### src/rtl/controle_de_venda_if.sv
// controle_de_venda_if: button, balance, debit handshake and dispense signals of the sales sequencer
interface controle_de_venda_if #(parameter int N_PROD = 4);
    logic [N_PROD-1:0] sel_n;
    logic [5:0]        saldo;
    logic              debit_ack;
    logic              debit_req;
    logic [5:0]        debit_amt;
    logic [N_PROD-1:0] dispense;
    logic              busy;
    logic              deny;
    logic              err;
    modport master (output sel_n, saldo, debit_ack, input debit_req, debit_amt, dispense, busy, deny, err);
    modport slave (input sel_n, saldo, debit_ack, output debit_req, debit_amt, dispense, busy, deny, err);
endinterface

### src/rtl/controle_de_venda.sv
// controle_de_venda: vending sales sequencer (press arbitration, price check, debit handshake, dispense/deny pulses)
// Optional debit-ack timeout with sticky err is built when CONTROLE_DE_VENDA_TIMEOUT_EN is defined.
module controle_de_venda #(
    parameter int                  N_PROD          = 4,
    parameter logic [6*N_PROD-1:0] PRICES          = {6'd25, 6'd15, 6'd10, 6'd5},
    parameter int                  DISPENSE_CYCLES = 8,
    parameter int                  DENY_CYCLES     = 4,
    parameter int                  ACK_TIMEOUT     = 16
) (
    input logic                i_clk,
    input logic                i_rst_n,
    controle_de_venda_if.slave bus
);
    localparam int M1   = DISPENSE_CYCLES > DENY_CYCLES ? DISPENSE_CYCLES : DENY_CYCLES;
    localparam int MAXC = M1 > ACK_TIMEOUT ? M1 : ACK_TIMEOUT;
    localparam int CW   = $clog2(MAXC + 1);
    localparam int IW   = N_PROD > 1 ? $clog2(N_PROD) : 1;

    typedef enum logic [2:0] {IDLE, CHECK, DEBIT, DISPENSE, DENY} state_t;

    state_t            r_state, w_next;
    logic [N_PROD-1:0] r_hist, w_press, r_disp;
    logic              r_arm, w_hit, r_req, r_busy, r_deny;
    logic [IW-1:0]     r_idx, w_idx;
    logic [5:0]        r_price, r_amt;
    logic [CW-1:0]     r_cnt, w_cnt;
`ifdef CONTROLE_DE_VENDA_TIMEOUT_EN
    logic              r_err, w_timeout;
`endif

    // r_arm masks the first cycle after reset so a button held through reset is not seen as a press
    assign w_press = r_hist & ~bus.sel_n & {N_PROD{r_arm}};

    always_comb begin
        w_idx = '0;
        w_hit = 1'b0;
        for (int i = N_PROD - 1; i >= 0; i--) begin
            if (w_press[i]) begin
                w_idx = IW'(i);
                w_hit = 1'b1;
            end
        end
    end

    always_comb begin
        w_next = r_state;
        w_cnt  = '0;
`ifdef CONTROLE_DE_VENDA_TIMEOUT_EN
        w_timeout = 1'b0;
`endif
        case (r_state)
            IDLE:  w_next = w_hit ? CHECK : IDLE;
            CHECK: w_next = (r_price != 6'd0 && r_price <= bus.saldo) ? DEBIT : DENY;
            DEBIT: begin
                if (bus.debit_ack) w_next = DISPENSE;
`ifdef CONTROLE_DE_VENDA_TIMEOUT_EN
                else if (r_cnt == CW'(ACK_TIMEOUT - 1)) begin
                    w_next    = DENY;
                    w_timeout = 1'b1;
                end else w_cnt = r_cnt + 1'b1;
`endif
            end
            DISPENSE: begin
                if (r_cnt == CW'(DISPENSE_CYCLES - 1)) w_next = IDLE;
                else w_cnt = r_cnt + 1'b1;
            end
            DENY: begin
                if (r_cnt == CW'(DENY_CYCLES - 1)) w_next = IDLE;
                else w_cnt = r_cnt + 1'b1;
            end
            default: w_next = IDLE;
        endcase
    end

    // outputs are registered from the next state so they line up with the state they describe
    always_ff @(posedge i_clk or negedge i_rst_n) begin
        if (!i_rst_n) begin
            r_state <= IDLE;
            r_hist  <= '1;
            r_arm   <= 1'b0;
            r_idx   <= '0;
            r_price <= '0;
            r_cnt   <= '0;
            r_req   <= 1'b0;
            r_amt   <= '0;
            r_disp  <= '0;
            r_deny  <= 1'b0;
            r_busy  <= 1'b0;
        end else begin
            r_hist  <= bus.sel_n;
            r_arm   <= 1'b1;
            r_state <= w_next;
            r_cnt   <= w_cnt;
            if (r_state == IDLE && w_hit) begin
                r_idx   <= w_idx;
                r_price <= PRICES[6*w_idx +: 6];
            end
            r_req  <= w_next == DEBIT;
            r_amt  <= (w_next == DEBIT) ? r_price : '0;
            r_disp <= (w_next == DISPENSE) ? N_PROD'(1) << r_idx : '0;
            r_deny <= w_next == DENY;
            r_busy <= w_next != IDLE;
        end
    end

`ifdef CONTROLE_DE_VENDA_TIMEOUT_EN
    always_ff @(posedge i_clk or negedge i_rst_n) begin
        if (!i_rst_n) r_err <= 1'b0;
        else r_err <= r_err | w_timeout;
    end
    assign bus.err = r_err;
`else
    assign bus.err = 1'b0;
`endif

    assign bus.debit_req = r_req;
    assign bus.debit_amt = r_amt;
    assign bus.dispense  = r_disp;
    assign bus.deny      = r_deny;
    assign bus.busy      = r_busy;
endmodule

### src/flat_wrapper.sv
// flat-port wrapper written by rule: the top's interface ports become plain ports
module controle_de_venda_flat 
#(
    parameter int                  N_PROD          = 4,
    parameter logic [6*N_PROD-1:0] PRICES          = {6'd25, 6'd15, 6'd10, 6'd5},
    parameter int                  DISPENSE_CYCLES = 8,
    parameter int                  DENY_CYCLES     = 4,
    parameter int                  ACK_TIMEOUT     = 16
)
  (i_clk, i_rst_n, bus_sel_n, bus_saldo, bus_debit_ack, bus_debit_req, bus_debit_amt, bus_dispense, bus_busy, bus_deny, bus_err);
  controle_de_venda_if #(.N_PROD(N_PROD)) bus_i ();
  input logic i_clk;
  input logic i_rst_n;
  input wire logic [$bits(bus_i.sel_n)-1:0] bus_sel_n;
  input wire logic [$bits(bus_i.saldo)-1:0] bus_saldo;
  input wire logic [$bits(bus_i.debit_ack)-1:0] bus_debit_ack;
  output wire logic [$bits(bus_i.debit_req)-1:0] bus_debit_req;
  output wire logic [$bits(bus_i.debit_amt)-1:0] bus_debit_amt;
  output wire logic [$bits(bus_i.dispense)-1:0] bus_dispense;
  output wire logic [$bits(bus_i.busy)-1:0] bus_busy;
  output wire logic [$bits(bus_i.deny)-1:0] bus_deny;
  output wire logic [$bits(bus_i.err)-1:0] bus_err;
  assign bus_i.sel_n = bus_sel_n;
  assign bus_i.saldo = bus_saldo;
  assign bus_i.debit_ack = bus_debit_ack;
  assign bus_debit_req = bus_i.debit_req;
  assign bus_debit_amt = bus_i.debit_amt;
  assign bus_dispense = bus_i.dispense;
  assign bus_busy = bus_i.busy;
  assign bus_deny = bus_i.deny;
  assign bus_err = bus_i.err;
  controle_de_venda #(.N_PROD(N_PROD), .PRICES(PRICES), .DISPENSE_CYCLES(DISPENSE_CYCLES), .DENY_CYCLES(DENY_CYCLES), .ACK_TIMEOUT(ACK_TIMEOUT)) u_core (.i_clk(i_clk), .i_rst_n(i_rst_n), .bus(bus_i));
endmodule
### config.mk
export PLATFORM = sky130hd
export DESIGN_NAME = controle_de_venda_flat
export DESIGN_NICKNAME = d
export VERILOG_FILES = /design/src/rtl/controle_de_venda_if.sv /design/src/rtl/controle_de_venda.sv /design/src/flat_wrapper.sv
export SDC_FILE = /design/constraint.sdc
export NUM_CORES = 1
export LEC_CHECK = 0
export ABC_CLOCK_PERIOD_IN_PS = 2200
export CORE_MARGIN = 2
export CORE_UTILIZATION = 51
export DETAILED_ROUTE_END_ITERATION = 6
export PLACE_DENSITY = 0.79
export RECOVER_POWER = 25
export SETUP_SLACK_MARGIN = 0.3
export SLEW_MARGIN = 20
export SYNTH_ARGS = -nofsm -noshare
export SYNTH_HDL_FRONTEND = slang
export SYNTH_SLANG_ARGS = --single-unit
### constraint.sdc
create_clock -name i_clk -period 2.2 [get_ports i_clk]
set_input_delay 0.55 -clock i_clk [delete_from_list [all_inputs] [get_ports i_clk]]
set_output_delay 0.55 -clock i_clk [all_outputs]
set_load 0.01 [all_outputs]
Run 1, logic cells by family:
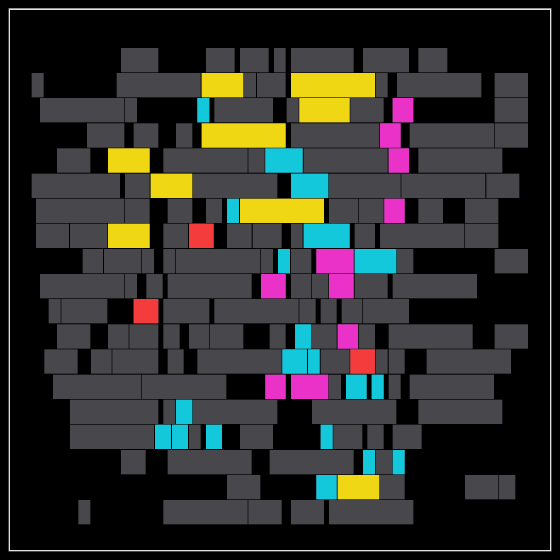
colour	family	cells	most used
magenta	AND and OR gates	10	and2_1
cyan	NOR gates	20	nor2_1
red	AND-OR and OR-AND gates	3	o21a_1
yellow	adder and majority cells	9	ha_1

Run 1, met2 routing:
The bar under the picture is 20 um long.
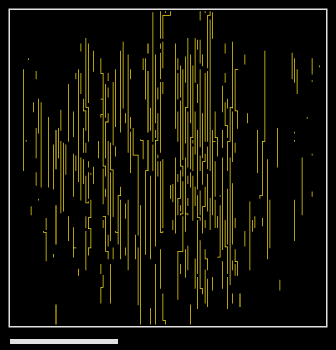
share of all routed wire	56%
nets with wire on the layer	170
longest straight run	27.9 um

==> flow_summary.json, run 1 <==
{
  "sh_comb_area_pct": 38.46,
  "top_layer": "met4",
  "flop_cell": "dfrtp_1",
  "worst_r2r_endpoint": "u_core.r_state[1]",
  "cts.reportedPaths.clkPinSlew_ps": 90,
  "crit_path_end_kind": "flop",
  "clkbuf_count": 7,
  "crit_cells": 7,
  "swShare_pct": 33.60,
  "htreeDepth": 2,
  "first_pass_iters": 4,
  "dieWidth_um": 58.46,
  "ys_sh_aoi_pct": 12.41,
  "clock_area_share_pct": 3.279,
  "leakage_nw": 0.8830,
  "flops": 32,
  "met3WireLength_um": 160,
  "syn_area_um2": 1513,
  "clkLatencyLatePin_ps": 330,
  "synth_flops": 32,
  "place_area_um2": 1805,
  "finalMaxSlewViolations": 0,
  "r2r_slack_ps": 420,
  "netSwitchingPower_uw": 686.7,
  "p_seq_share_pct": 43.6,
  "busiest_layer": "met2",
  "crit_chain": "dlygate4sd3_1 > nand2b_4 > nand2b_1 > a21oi_2 > inv_1 > ha_1 > mux2_1",
  "crit_buf_inv": 2,
  "die-height_um": 58.46,
  "start_kind": "input pin",
  "reg2regPathDepth": 6,
  "yosysCellCount": 136,
  "final_common_cell": "dfrtp_1",
  "setup-violations-final": 0,
  "pre_cts_ws_ps": -257.7,
  "timing.critical_path.fanout_max": 2,
  "cts-buffers-inserted": 5,
  "final_area_um2": 1984,
  "grt_pass1_wl_um": 4588,
  "nets": 192,
  "clock_power_uw": 364,
  "regArea_um2": 805.8,
  "yosys_area_um2": 1513,
  "rows": 19,
  "antenna_found_initial": 0,
  "drtIter0Drc": 16,
  "yosys.stat.seqShare_pct": 53.27,
  "crit_path_max_incr_delay_ps": 550,
  "cap_violations": 0,
  "clk_path_buf_depth": 2,
  "status": "finished, final reports clean",
  "finalHoldViolCount": 0,
  "comb_cells": 92,
  "wl_met2_um": 1640,
  "worst_pin_slew_ps": 771.4,
  "inv_count": 9,
  "hp-class": "reg -> reg",
  "vias_per_cell": 5.438,
  "wl_um": 2903,
  "r2r-start": "u_core.r_price[4]",
  "initCoreUtil_pct": 54.39,
  "area_leaders": "dfrtp_1, ha_1, dfstp_2",
  "fin_worst_skew_ps": 8.604,
  "ir_drop_v": 0.0008850,
  "rsz0062_at_grt": "true",
  "min-delay-start": "u_core.r_idx[0]",
  "fmax_mhz": 511.6,
  "final.fill_count": 191,
  "top_logic_kind": "simple AND/OR/NAND/NOR gates",
  "buf_share_pct": 14.00,
  "drc": 0,
  "timing.final.crit_share_pct": 88.85,
  "post_cts_buffers": 1
}
Run 1, routing congestion:
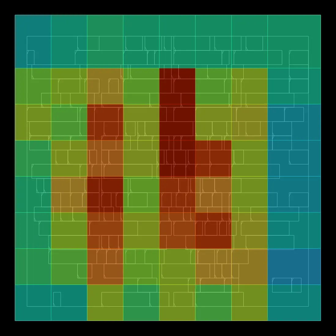
DR WL/cell: 14.44 um
GR Util All Layers: 18.67%
met1 Use GR: 18.13%
met2 usage: 34.35%

==> run 1 -> run 2 <==
--- a/config.mk
+++ b/config.mk
@@ -12,7 +12,6 @@
 export PLACE_DENSITY = 0.79
 export RECOVER_POWER = 25
 export SETUP_SLACK_MARGIN = 0.3
-export SLEW_MARGIN = 20
 export SYNTH_ARGS = -nofsm -noshare
 export SYNTH_HDL_FRONTEND = slang
 export SYNTH_SLANG_ARGS = --single-unit
Run 2, met2 routing:
The bar under the picture is 20 um long.
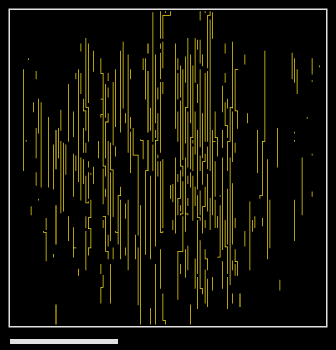
nets with wire on the layer	170
main direction	vertical
longest straight run	27.9 um
wire length on this layer	1640 um
share of all routed wire	56%
via count: 1093
drt total wl: 2903 um

Run 2, met3 routing:
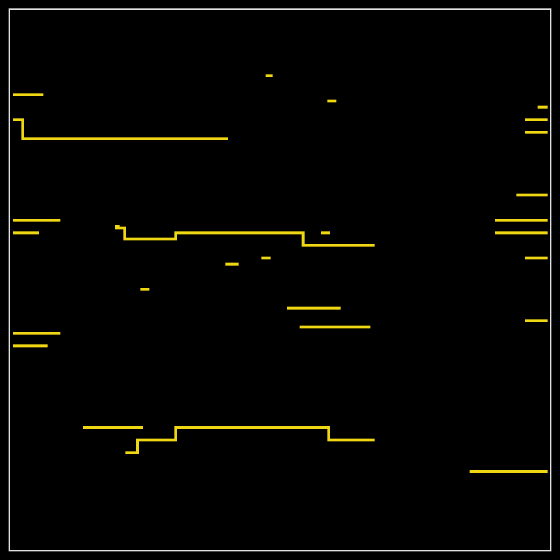
share of all routed wire	5.5%
longest straight run	22.1 um

==> flow_summary.json, run 2 <==
{
  "status": "finished, final reports clean",
  "hold_slack_ps": 458.9,
  "yosys_area_um2": 1513,
  "worst_r2r_endpoint": "u_core.r_state[1]",
  "setup-violations-final": 0,
  "r2r_slack_ps": 420,
  "yosysCellCount": 136,
  "edf_count": 0,
  "fmax_mhz": 511.6,
  "wl_per_cell_um": 14.44,
  "mostFrequentLayoutCells": "dfrtp_1, clkdlybuf4s50_1, nand2b_1, nor2_1, a21oi_1",
  "synth_cell_types": 36,
  "drc": 0,
  "crit_buf_inv": 2,
  "timing.critical_path.fanout_max": 2,
  "die-height_um": 58.46,
  "clock_area_share_pct": 3.279,
  "top_layer": "met4",
  "p_int_mw": 1.357,
  "regArea_um2": 805.8,
  "seqAreaFraction_pct": 40.61,
  "tool_warnings": 29,
  "synth.avg_cell_area_um2": 11.12,
  "p_seq_share_pct": 43.6,
  "combGateArea_um2": 763.2,
  "met3WireLength_um": 160,
  "first_pass_iters": 4,
  "ant_nets": 0,
  "arrival_ps": 2180,
  "grt_use_met3_pct": 5.055,
  "cp_top_family": "buffers and inverters",
  "cts-buffers-inserted": 5,
  "place_area_um2": 1805,
  "vias_per_cell": 5.438,
  "cts_resized": 20,
  "clock_power_uw": 364,
  "cap_violations": 0,
  "timing.final.crit_share_pct": 88.85,
  "area_leaders": "dfrtp_1, ha_1, dfstp_2",
  "finalMaxSlewViolations": 0,
  "final_area_um2": 1984,
  "crit_path_end_kind": "flop",
  "dpl.hpwl_um": 2054,
  "gp_congestion": 0.8587,
  "netSwitchingPower_uw": 686.7,
  "overflow": 0,
  "grt_pass1_vias": 1082,
  "cts.sinks": 32,
  "sh_comb_area_pct": 38.46,
  "finalCriticalPeriod_ps": 1955,
  "synth_flops": 32,
  "clk_path_buf_depth": 2,
  "maxSlewHeadroom_pct": 48.57,
  "ys_sh_aoi_pct": 12.41,
  "critPathLaunch": "bus_sel_n[3]",
  "crit_cells": 7,
  "tapCellCount": 31,
  "worst_slack_ps": 245.2,
  "rows": 19,
  "final_common_cell": "dfrtp_1",
  "syn_area_um2": 1513,
  "worstHoldPathCells": 1,
  "grt_usage_pct": 18.67,
  "wl_met1_um": 1040,
  "fin_cells": 201,
  "clkbuf_count": 7,
  "top_cells_by_count": "dfrtp_1, nand2b_1, a21oi_1",
  "nets": 192,
  "yosys.stat.seqShare_pct": 53.27,
  "comb_cells": 92,
  "initCoreUtil_pct": 54.39,
  "cp-endpoint": "u_core.r_price[1]",
  "clkLatencyLatePin_ps": 330,
  "grt_util_met2_pct": 34.35,
  "top_logic_kind": "simple AND/OR/NAND/NOR gates",
  "pwr-share-comb_pct": 38.6,
  "chipArea_um2": 3418,
  "io_pins": 27,
  "hold_buffers": 0,
  "cp_data_required_time_ps": 2420,
  "htreeDepth": 2,
  "n_all_buffers": 30,
  "top_cell_area_share_pct": 46.32,
  "swShare_pct": 33.60,
  "port_buffers": 24,
  "post_cts_buffers": 1,
  "ir_drop_v": 0.0008850,
  "drtIter0Drc": 16,
  "dieWidth_um": 58.46,
  "worst_pin_slew_ps": 771.4,
  "r2r-start": "u_core.r_price[4]",
  "leakage_nw": 0.8830,
  "cts.reportedPaths.clkPinSlew_ps": 90,
  "gr-usage-met1_pct": 18.13,
  "p_seq_uw": 890,
  "flop_cell": "dfrtp_1",
  "buf_share_pct": 14.00,
  "start_kind": "input pin",
  "finalHoldViolCount": 0,
  "clock_power_share_pct": 17.8,
  "busiest_layer": "met2",
  "flops": 32,
  "wl_met2_um": 1640,
  "pre_cts_ws_ps": -257.7,
  "grt_max_degree": 33,
  "crit_chain": "dlygate4sd3_1 > nand2b_4 > nand2b_1 > a21oi_2 > inv_1 > ha_1 > mux2_1",
  "min-delay-start": "u_core.r_idx[0]",
  "tns_ps": 0,
  "synth_adder_area_share_pct": 7.444,
  "final.fill_count": 191,
  "ys_sh_simple_pct": 19.69,
  "critPathSlowestCell": "dlygate4sd3_1",
  "power_leader": "sequential cells",
  "rsz0062_at_grt": "true",
  "inv_count": 9,
  "antenna_found_initial": 0,
  "diodes": 0,
  "hp-class": "reg -> reg",
  "top_cell": "dfrtp_1",
  "synth.area.mux_share_pct": 1.489,
  "reg2regPathDepth": 6,
  "fin_worst_skew_ps": 8.604,
  "crit_path_max_incr_delay_ps": 550,
  "grt_pass1_wl_um": 4588,
  "total_power_mw": 2.044,
  "cts-root-buf": "clkbuf_4"
}
==> run 2 -> run 3 <==
--- a/config.mk
+++ b/config.mk
@@ -5,7 +5,6 @@
 export SDC_FILE = /design/constraint.sdc
 export NUM_CORES = 1
 export LEC_CHECK = 0
-export ABC_CLOCK_PERIOD_IN_PS = 2200
 export CORE_MARGIN = 2
 export CORE_UTILIZATION = 51
 export DETAILED_ROUTE_END_ITERATION = 6
Run 3, logic cells by family:
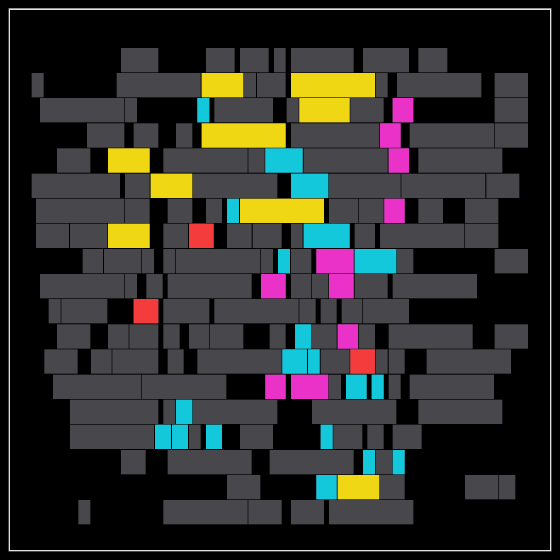
colour	family	cells	most used
yellow	adder and majority cells	9	ha_1
cyan	NOR gates	20	nor2_1
red	AND-OR and OR-AND gates	3	o21a_1
magenta	AND and OR gates	10	and2_1
logic share of the area: 38.46%
Final Non-Filler Cells: 201
highest-count logic cell in the final layout: dfrtp_1

==> flow_summary.json, run 3 <==
{
  "overflow": 0,
  "cts-buffers-inserted": 5,
  "p_seq_uw": 890,
  "grt_max_degree": 33,
  "antenna_found_initial": 0,
  "grt_pass1_wl_um": 4588,
  "yosys.stat.seqShare_pct": 53.27,
  "clkbuf_count": 7,
  "final_area_um2": 1984,
  "reg2regPathDepth": 6,
  "finalCriticalPeriod_ps": 1955,
  "yosys_area_um2": 1513,
  "top_logic_kind": "simple AND/OR/NAND/NOR gates",
  "dpl.hpwl_um": 2054,
  "cts.sinks": 32,
  "hp-class": "reg -> reg",
  "grt_util_met2_pct": 34.35,
  "cts-root-buf": "clkbuf_4",
  "min-delay-start": "u_core.r_idx[0]",
  "yosys_warnings": 0,
  "clkLatencyLatePin_ps": 330,
  "maxSlewHeadroom_pct": 48.57,
  "area_leaders": "dfrtp_1, ha_1, dfstp_2",
  "crit_path_max_incr_delay_ps": 550,
  "flops": 32,
  "tns_ps": 0,
  "grt_usage_pct": 18.67,
  "cap_violations": 0,
  "p_seq_share_pct": 43.6,
  "initCoreUtil_pct": 54.39,
  "ir_drop_v": 0.0008850,
  "crit_chain": "dlygate4sd3_1 > nand2b_4 > nand2b_1 > a21oi_2 > inv_1 > ha_1 > mux2_1",
  "netSwitchingPower_uw": 686.7,
  "worst_slack_ps": 245.2,
  "clock_power_uw": 364,
  "syn_inst": 136,
  "p_int_mw": 1.357,
  "vias": 1093,
  "ys_sh_simple_pct": 19.69,
  "n_all_buffers": 30,
  "vias_per_cell": 5.438,
  "tool_warnings": 29,
  "gp_congestion": 0.8587,
  "chipArea_um2": 3418,
  "drtIter0Drc": 16,
  "worstSetupPathType": "in -> reg",
  "timing.critical_path.fanout_max": 2,
  "synth.area.mux_share_pct": 1.489,
  "cts_resized": 20,
  "yosysCellCount": 136,
  "r2r_slack_ps": 420,
  "rsz0062_at_grt": "true",
  "leakage_nw": 0.8830,
  "worst_pin_slew_ps": 771.4,
  "tapCellCount": 31,
  "pwr-share-comb_pct": 38.6,
  "crit_path_end_kind": "flop",
  "clock_area_share_pct": 3.279,
  "hold-path-endpoint": "u_core.bus.dispense[0]",
  "crit_buf_inv": 2,
  "combGateArea_um2": 763.2,
  "rows": 19,
  "dieWidth_um": 58.46,
  "port_buffers": 24,
  "io_pins": 27,
  "synth_cell_types": 36,
  "pre_cts_ws_ps": -257.7,
  "buf_share_pct": 14.00,
  "ant_nets": 0,
  "drc": 0,
  "top_cell_area_share_pct": 46.32,
  "regArea_um2": 805.8,
  "setup-violations-final": 0,
  "grt_pass1_vias": 1082,
  "die-height_um": 58.46,
  "cp_data_required_time_ps": 2420,
  "fmax_mhz": 511.6,
  "crit_cells": 7,
  "clock_power_share_pct": 17.8,
  "top_layer": "met4",
  "post_cts_buffers": 1,
  "cts.reportedPaths.clkPinSlew_ps": 90,
  "r2r-start": "u_core.r_price[4]",
  "place_area_um2": 1805,
  "status": "finished, final reports clean",
  "worst_r2r_endpoint": "u_core.r_state[1]",
  "finalHoldViolCount": 0,
  "critPathSlowestCell": "dlygate4sd3_1",
  "flop_cell": "dfrtp_1",
  "synth_adder_area_share_pct": 7.444,
  "wl_met2_um": 1640,
  "final.fill_count": 191,
  "edf_count": 0,
  "total_power_mw": 2.044,
  "top_cells_by_count": "dfrtp_1, nand2b_1, a21oi_1",
  "nets": 192,
  "timing.final.crit_share_pct": 88.85,
  "diodes": 0,
  "ys_sh_aoi_pct": 12.41,
  "syn_area_um2": 1513,
  "wl_per_cell_um": 14.44,
  "cp_top_family": "buffers and inverters",
  "seqAreaFraction_pct": 40.61,
  "critPathLaunch": "bus_sel_n[3]",
  "swShare_pct": 33.60,
  "met3WireLength_um": 160,
  "htreeDepth": 2,
  "start_kind": "input pin",
  "finalMaxSlewViolations": 0,
  "worstHoldPathCells": 1,
  "fin_worst_skew_ps": 8.604,
  "arrival_ps": 2180,
  "cp-endpoint": "u_core.r_price[1]",
  "power_leader": "sequential cells",
  "top_cell": "dfrtp_1",
  "synth_flops": 32,
  "mostFrequentLayoutCells": "dfrtp_1, clkdlybuf4s50_1, nand2b_1, nor2_1, a21oi_1",
  "clk_path_buf_depth": 2,
  "wl_met1_um": 1040,
  "synth.avg_cell_area_um2": 11.12,
  "first_pass_iters": 4,
  "comb_cells": 92,
  "gr-usage-met1_pct": 18.13
}
Run 3, routing congestion:
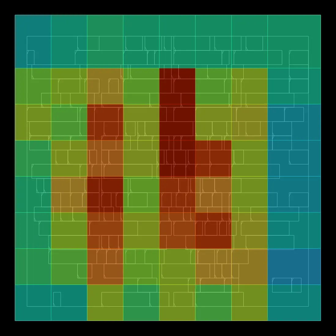
met3 usage: 5.055%
fin util: 71.35%
global routing's busiest layer: met2

No activity file was given, so power comes from the tool's default toggle rates.
